$ cat config.mk
export PLATFORM = sky130hd
export DESIGN_NAME = stream_mux_8x1_rr
export DESIGN_NICKNAME = d
export VERILOG_FILES = /design/src/rtl/stream_mux_8x1_rr.sv
export SDC_FILE = /design/constraint.sdc
export NUM_CORES = 1
export LEC_CHECK = 0
export CORE_MARGIN = 3
export CORE_UTILIZATION = 43
export CTS_CLUSTER_DIAMETER = 80
export DETAILED_ROUTE_END_ITERATION = 7
export PLACE_DENSITY = 0.79
export RECOVER_POWER = 100
export SETUP_SLACK_MARGIN = 0.4
export SYNTH_ARGS = -nofsm -noshare
export SYNTH_HDL_FRONTEND = slang
export SYNTH_SLANG_ARGS = --single-unit
$ cat constraint.sdc
create_clock -name clk -period 4.5 [get_ports clk]
set_input_delay 0.9 -clock clk [delete_from_list [all_inputs] [get_ports clk]]
set_output_delay 0.9 -clock clk [all_outputs]
set_load 0.01 [all_outputs]
$ cat src/rtl/stream_mux_8x1_rr.sv
// 8-to-1 valid/ready stream multiplexer with round-robin arbitration, optional
// packet locking and a registered output stage (1-cycle latency).
module stream_mux_8x1_rr #(
  parameter int unsigned DATA_W   = 8,
  parameter bit          LOCK_PKT = 1'b1
) (
  input  logic                clk,
  input  logic                rst_n,
  input  logic [7:0]          in_valid,
  input  logic [8*DATA_W-1:0] in_data,
  input  logic [7:0]          in_last,
  output logic [7:0]          in_ready,
  output logic                out_valid,
  output logic [DATA_W-1:0]   out_data,
  output logic                out_last,
  output logic [2:0]          out_sel,
  input  logic                out_ready
);

  typedef enum logic [0:0] {StArb, StHold} state_e;

  state_e              state_q, state_d;
  logic [2:0]          ptr_q, ptr_d;
  logic [2:0]          cur_q, cur_d;
  logic                out_valid_q, out_valid_d;
  logic [DATA_W-1:0]   out_data_q, out_data_d;
  logic                out_last_q, out_last_d;
  logic [2:0]          out_sel_q, out_sel_d;

  logic [2:0]          grant_idx;
  logic [2:0]          scan_idx;
  logic                found;
  logic                any_valid;
  logic                load;
  logic [2:0]          sel_idx;
  logic                accept;
  logic                beat_last;

  // Round-robin search: first valid channel starting at ptr_q, wrapping mod 8.
  always_comb begin
    grant_idx = ptr_q;
    scan_idx  = '0;
    found     = 1'b0;
    for (int k = 0; k < 8; k++) begin
      scan_idx = ptr_q + 3'(k);
      if (!found && in_valid[scan_idx]) begin
        found     = 1'b1;
        grant_idx = scan_idx;
      end
    end
  end

  // Ready generation, next-state and output-register update.
  always_comb begin
    any_valid   = |in_valid;
    load        = !out_valid_q || out_ready;
    sel_idx     = (state_q == StHold) ? cur_q : grant_idx;

    // in_ready is gated by rst_n so nothing looks accepted while reset is held.
    in_ready = '0;
    if (rst_n && load) begin
      if (state_q == StHold) begin
        in_ready[cur_q] = 1'b1;
      end else if (any_valid) begin
        in_ready[grant_idx] = 1'b1;
      end
    end
    accept    = |(in_ready & in_valid);
    beat_last = in_last[sel_idx];

    state_d     = state_q;
    ptr_d       = ptr_q;
    cur_d       = cur_q;
    out_valid_d = out_valid_q;
    out_data_d  = out_data_q;
    out_last_d  = out_last_q;
    out_sel_d   = out_sel_q;

    if (accept) begin
      if (state_q == StArb) begin
        ptr_d = grant_idx + 3'd1;
        if (LOCK_PKT && !beat_last) begin
          state_d = StHold;
          cur_d   = grant_idx;
        end
      end else if (beat_last) begin
        state_d = StArb;
      end
      out_valid_d = 1'b1;
      out_data_d  = in_data[sel_idx*DATA_W +: DATA_W];
      out_last_d  = LOCK_PKT ? beat_last : 1'b1;
      out_sel_d   = sel_idx;
    end else if (out_ready) begin
      out_valid_d = 1'b0;
    end
  end

  // State, pointer and output registers.
  always_ff @(posedge clk or negedge rst_n) begin
    if (!rst_n) begin
      state_q     <= StArb;
      ptr_q       <= '0;
      cur_q       <= '0;
      out_valid_q <= 1'b0;
      out_data_q  <= '0;
      out_last_q  <= 1'b0;
      out_sel_q   <= '0;
    end else begin
      state_q     <= state_d;
      ptr_q       <= ptr_d;
      cur_q       <= cur_d;
      out_valid_q <= out_valid_d;
      out_data_q  <= out_data_d;
      out_last_q  <= out_last_d;
      out_sel_q   <= out_sel_d;
    end
  end

  assign out_valid = out_valid_q;
  assign out_data  = out_data_q;
  assign out_last  = out_last_q;
  assign out_sel   = out_sel_q;

endmodule

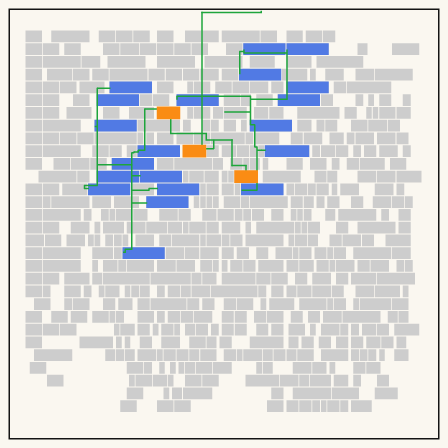
Run 1: routed clock nets over the placement
- clock wires: green (length 259 um)
- flip-flops: blue (count 20)
- clock-net drivers: orange (count 3)
- routed clock nets: 4
Setup Skew: 0.00227 ns
Skew-Pair Late Insertion Delay: 0.26 ns

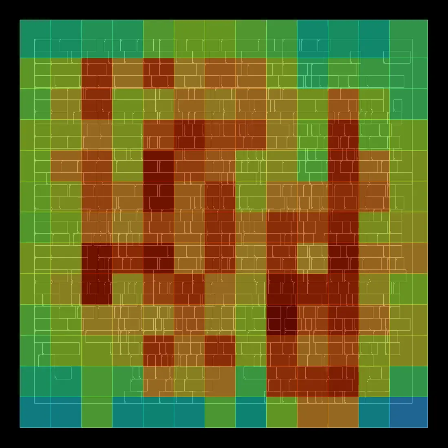
Run 1: track usage over the die
GRT Util Overall: 0.276
GRT Max-Usage Layer: met2
final core occ: 0.788

==> qor.csv, run 1 <==
stage,metric,value,unit
worst_setup_path,cp-end-kind,output pin,
logic_synthesis,ys_area,3130,um^2
clocking,cts_hold_buf,0,
cells_and_area,buf_share,0.344,
cells_and_area,final_cell_count_no_fill,627,
status,violations,setup timing,
worst_setup_path,slowest_delay,0.55,ns
cells_and_area,drive_gt1_frac,0.463,
worst_setup_path,crit_top_cell,buf_4,
sta,max_slew_margin,0.336,
cells_and_area,area_growth,73.9,%
logic_synthesis,synth_flops,20,
global_routing,grt_max_degree,28,
sta,worst_pin_slew,0.990,ns
worst_setup_path,cp_max_fo,8,
routing,wire_per_inst,20.4,um
cells_and_area,flops,20,
worst_setup_path,regToRegStartpoint,ptr_q[0]$_DFFE_PN0P_,
worst_setup_path,cpMaxStageDelayCell,mux4_2,
place,postPlaceCellArea,4880,um^2
worst_setup_path,cp_cell_sequence,"clkinv_2, ha_4, mux2_4, mux4_2, a32o_2, o2bb2ai_2, a221o_1, a221oi_2, buf_4, nor2_4, buf_4, a32oi_1, nor2_1, buf_2",
worst_setup_path,critPathKind,reg2out,
place,dpl.cell_count,599,
logic_synthesis,ys.flop_type,dfrtp_1,
sta,max_freq,216,MHz
hold_path,hold_path_depth,1,
cells_and_area,logic_gates,291,
global_routing,grt_pass1_wl,18.8,mm
logic_synthesis,syn-num-nets,429,
routing,drt_wl_total,12.8,mm
status,status,"complete, but fails checks",
worst_setup_path,r2r-end,out_data[3]$_DFFE_PN0P_,
clocking,clkTransAtPathRegs,0.08,ns
clocking,cts-root-buf,clkbuf_8,
cells_and_area,comb_share,0.525,
sta,worst_slack,-0.125,ns
worst_setup_path,cp.required,3.60,ns
sta,finalSetupViolCount,20,
clocking,cts.htree.levels,1,
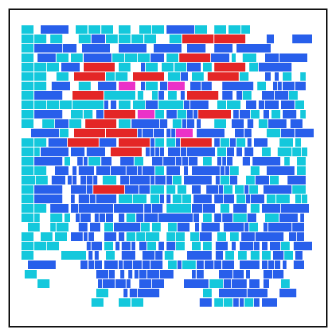
Run 1: placed cells, one color a class
- registers: red (cells 20; share of their area 9.4%)
- remaining buffers and delay cells: cyan (cells 207; share of their area 35%)
- clock drivers and dummy loads: magenta (cells 4; share of their area 1.0%)
- remaining logic cells: blue (cells 300; share of their area 54%)
cell row count: 30
flop share of the area: 0.0922
Core Region: 6910 um^2

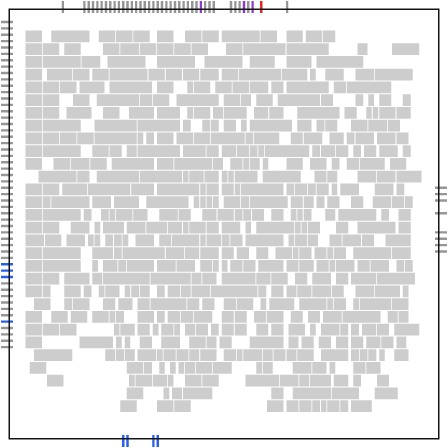
Run 1: pin map
Pins as bars across the die edge, other pins in gray.
- clk: red (pins 1; direction input; edge top)
- in_last: blue (pins 8; direction input; edge 4 left, 4 bottom)
- out_sel: purple (pins 3; direction output; edge top)
- all pins by edge: 52 left, 40 top, 8 right, 4 bottom
die width: 91.3 um
port bufs: 103
die extent in y: 91.3 um

==> run 1: placed cells by master (no fill, tap or decap), drive strengths merged, types with 6 or more instances in the layout <==
master	instances
a21oi	9
a221o	7
and2	6
buf	114
clkbuf	9
clkdlybuf4s50	73
dfrtp	20
dlygate4sd3	14
inv	7
mux2	33
mux2i	14
mux4	25
nand2	30
nand3	9
nor2	40
nor3	17
o21ai	15
==> run 1: metal layers <==
metal	wire, um	vias up	track usage
li1	-	1737	-
met1	4500	1881	0.320
met2	7050	243	0.521
met3	877	35	0.0348
met4	386	0	0.0879
met5	0	-	0
==> run 1: worst max-delay path, delay by kind of cell (launching register included) <==
kind                     cells  cell delay [ns]
flip-flops                   1             0.38
AND-OR/OR-AND                5             1.16
multiplexers                 2             0.87
AND/OR/NAND/NOR              2             0.11
buffers and inverters        4             0.58
adder cells (fa/ha/maj)      1             0.35
==> run 1: Yosys cell counts (7+ instances only) <==
master / n
a21oi_1: 9
nand3_1: 9
buf_2: 7
inv_1: 7
dfrtp_1: 20
nand2_1: 29
nor2_1: 40
mux2i_1: 14
mux2_2: 32
o21ai_0: 13
clkbuf_1: 10
a221o_1: 7
mux4_2: 25
nor3_1: 16
==> run 1: what timing repair did <==
action                                  4_1_cts  5_1_grt
pin swaps                                    18       28
resized                                      79       64
endpoints found under the setup margin       26       26
setup buffers                                13        9
hold endpoints to repair                      0        0
cloned                                        0        2
==> run 1: kinds of logic (layout without fill, tap and decap cells) <==
family,count (synthesis),in the layout,share of synthesized area
XOR/XNOR,6,6,0.0228
flip-flops,20,20,0.160
buffers and inverters,33,220,0.0536
adder cells (fa/ha/maj),2,2,0.00800
AND-OR/OR-AND,79,79,0.202
multiplexers,72,72,0.343
AND/OR/NAND/NOR,132,132,0.210
==> run 1: stage by stage <==
stage                     setup TNS, ns  hold slack [ns]
after floorplan                       0            0.512
after global placement           -12.11            0.463
after detailed placement         -12.89            0.493
after CTS                       -0.0766            0.510
after global routing              -3.37            0.509
final                             -1.18            0.512
==> run 1: worst min-delay path by stage <==
stage | startpoint | slack [ns] | end
after detailed placement | out_sel[2]$_DFFE_PN0P_ | 0.49 | out_sel[2]$_DFFE_PN0P_
after global routing | out_sel[2]$_DFFE_PN0P_ | 0.51 | out_sel[2]$_DFFE_PN0P_
after CTS | out_sel[2]$_DFFE_PN0P_ | 0.51 | out_sel[2]$_DFFE_PN0P_
after floorplan | out_sel[2]$_DFFE_PN0P_ | 0.51 | out_sel[2]$_DFFE_PN0P_
after global placement | out_sel[2]$_DFFE_PN0P_ | 0.46 | out_sel[2]$_DFFE_PN0P_
final | out_data[4]$_DFFE_PN0P_ | 0.51 | out_data[4]$_DFFE_PN0P_
==> run 1: sequential cells by signal, indices dropped and copies added, names as in the netlist <==
register   cells
out_last       1
cur_q          3
out_sel        3
out_valid      1
state_q        1
ptr_q          3
out_data       8
==> run 2: changes to the inputs <==
--- a/config.mk
+++ b/config.mk
@@ -5,7 +5,7 @@
 export SDC_FILE = /design/constraint.sdc
 export NUM_CORES = 1
 export LEC_CHECK = 0
-export CORE_MARGIN = 3
+export CORE_MARGIN = 4
 export CORE_UTILIZATION = 43
 export CTS_CLUSTER_DIAMETER = 80
 export DETAILED_ROUTE_END_ITERATION = 7
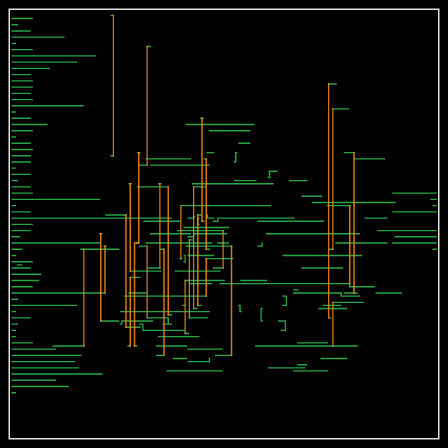
Run 2: signal wires by layer
Only two layers are drawn.
- M3: green (wire length 1,130 um)
- M4: orange (wire length 601 um)
detailed-route via count: 3,984
GRT Util Overall: 0.287

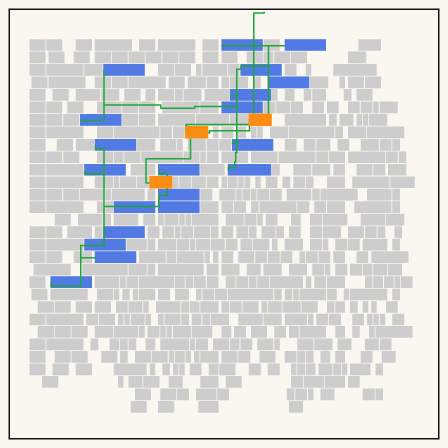
Run 2: routed clock nets over the placement
- clock-net drivers: orange (count 3)
- clock wires: green (length 266 um)
- flip-flops: blue (count 20)
- routed clock nets: 4
Setup Skew: 0.00652 ns

==> run 2 against run 1 <==
The run still ends with setup timing left. Register-to-register slack improved by 0.04 ns. Flip-flop count did not move. Count of clock-buffer cells in the layout decreased by 1. Critical endpoint is now in_ready[3]. Largest cell class unchanged.
==> qor.csv, run 2 <==
stage,metric,value,unit,change
worst_setup_path,cp_max_fo,6,,-2
sta,finalCriticalPeriod,4.63,ns,
clocking,cts-root-buf,clkbuf_8,,
clocking,cts_buffer_depth,2,,
logic_synthesis,top_cell,nor2_1,,
status,status,"complete, but fails checks",,
routing,drt_wl_total,13.2,mm,+3.0%
clocking,clock_latency,0.26,ns,about the same
logic_synthesis,top_cells_by_count,"nor2_1 (40), mux2_2 (32), nand2_1 (29), mux4_2 (25), dfrtp_1 (20)",,
logic_synthesis,syn-num-nets,429,,unchanged
cells_and_area,largest_reg_flops,8,,unchanged
sta,worst_slack,-0.130,ns,-0.00517 ns
logic_synthesis,top_cell_area_share,0.180,,
logic_synthesis,ys_area,3130,um^2,unchanged
logic_synthesis,mux_area_frac,0.343,,unchanged
sta,max_freq,216,MHz,-0.11%
sta,worst_pin_slew,0.703,ns,-0.287 ns
logic_synthesis,ys.flop_type,dfrtp_1,,
cells_and_area,layout_top_cell,buf_4,,
worst_setup_path,cp-end-kind,output pin,,
clocking,cts_hold_buf,0,,unchanged
cells_and_area,post-route-cell-area,5440,um^2,
logic_synthesis,synthTopLogicFamily,multiplexers,,
logic_synthesis,synth_flops,20,,unchanged
worst_setup_path,critPathKind,reg2out,,
worst_setup_path,regToRegStartpoint,ptr_q[0]$_DFFE_PN0P_,,
floorplan,rows,30,,unchanged
cells_and_area,layout_top_cells,"buf_4 (87), clkdlybuf4s50_1 (86), nor2_1 (35)",,
cells_and_area,area_growth,73.9,%,about the same
sta,max_slew_margin,0.531,,+0.196
logic_synthesis,simple_gate_share,0.210,,unchanged
status,violations,setup timing,,
worst_setup_path,r2r_cells,18,,
worst_setup_path,r2r-end,out_data[0]$_DFFE_PN0P_,,
floorplan,core_area,6940,um^2,+0.54%
clocking,clkTransAtPathRegs,0.07,ns,about the same
place,portBuffers,103,,unchanged
worst_setup_path,cp.required,3.60,ns,about the same
global_routing,grt_max_degree,28,,unchanged
clocking,cts.htree.levels,1,,unchanged
sta,whs,0.517,ns,+0.00532 ns
sta,finalSetupViolCount,17,,-15%
logic_synthesis,adder_share,0.00800,,unchanged
place,postPlaceCellArea,4900,um^2,+0.46%
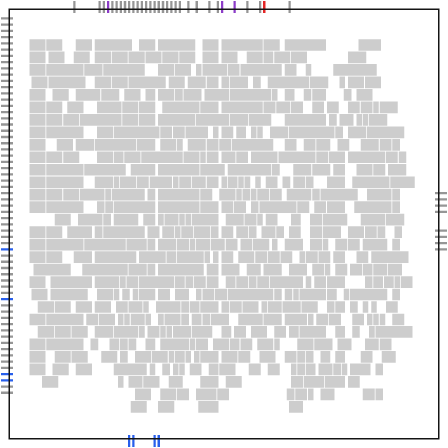
Run 2: pin map
Pins as bars across the die edge, other pins in gray.
- clk: red (pins 1; direction input; edge top)
- out_sel: purple (pins 3; direction output; edge top)
- in_last: blue (pins 8; direction input; edge 4 left, 4 bottom)
die width: 93.3 um
die extent in y: 93.3 um

run 2: worst max-delay path, stage by stage (launching register included):
cell	delay [ns]
dfrtp_1	0.38
clkinv_2	0.08
ha_4	0.34
mux2_4	0.31
mux4_2	0.52
buf_6	0.16
nor3_4	0.14
buf_6	0.14
o22ai_2	0.06
a32oi_1	0.26
o32ai_2	0.14
o21ai_2	0.18
buf_6	0.15
buf_6	0.11
buf_6	0.09
a32oi_2	0.11
nor2_1	0.14
buf_2	0.15
run 2: kinds of logic (layout without fill, tap and decap cells):
group / count (synthesis) / in the layout
buf+inv: 33 / 226
xor+xnor: 6 / 6
flops: 20 / 20
mux: 72 / 72
compound gates: 79 / 79
fa+ha+maj: 2 / 2
simple gates: 132 / 132
run 2: layout make-up:
type / count / area, um^2
clock buffer: 3 / 41.3
fill: 409 / 1500
inverter: 9 / 40.0
multi-input combinational: 291 / 2790
sequential: 20 / 502
tap: 96 / 120
timing repair buffer: 214 / 1950
run 2: through the flow:
stage | setup TNS (ns) | std cells
floorplan | 0 | 344
global placement | -12.42 | 602
detailed placement | -13.51 | 602
CTS | -0.0429 | 628
global route | -3.65 | 633
finish | -0.815 | 633
run 2: how the worst min path moves through the flow:
stage               depth (start not counted)                 endpoint  slack [ns]                    start
floorplan                                   2   out_sel[2]$_DFFE_PN0P_        0.51   out_sel[2]$_DFFE_PN0P_
global placement                            2   out_sel[2]$_DFFE_PN0P_        0.47   out_sel[2]$_DFFE_PN0P_
detailed placement                          2   out_sel[2]$_DFFE_PN0P_        0.49   out_sel[2]$_DFFE_PN0P_
CTS                                         2   out_sel[2]$_DFFE_PN0P_        0.52   out_sel[2]$_DFFE_PN0P_
global route                                1  out_data[3]$_DFFE_PN0P_        0.54  out_data[3]$_DFFE_PN0P_
finish                                      2   out_sel[2]$_DFFE_PN0P_        0.52   out_sel[2]$_DFFE_PN0P_
run 2: what timing repair did:
action                                  CTS  global route
gates resized                           108            27
pin swaps                                22            23
endpoints found under the setup margin   26            27
buffers inserted                         21             4
gates cloned                              2             1
run 2: layer usage:
layer / part of all wire / wire length (um) / global-route usage
met3: 0.086 / 1130 / 0.0579
met4: 0.045 / 600 / 0.140
met2: 0.53 / 6960 / 0.535
met5: 0 / 0 / 0
met1: 0.34 / 4510 / 0.303
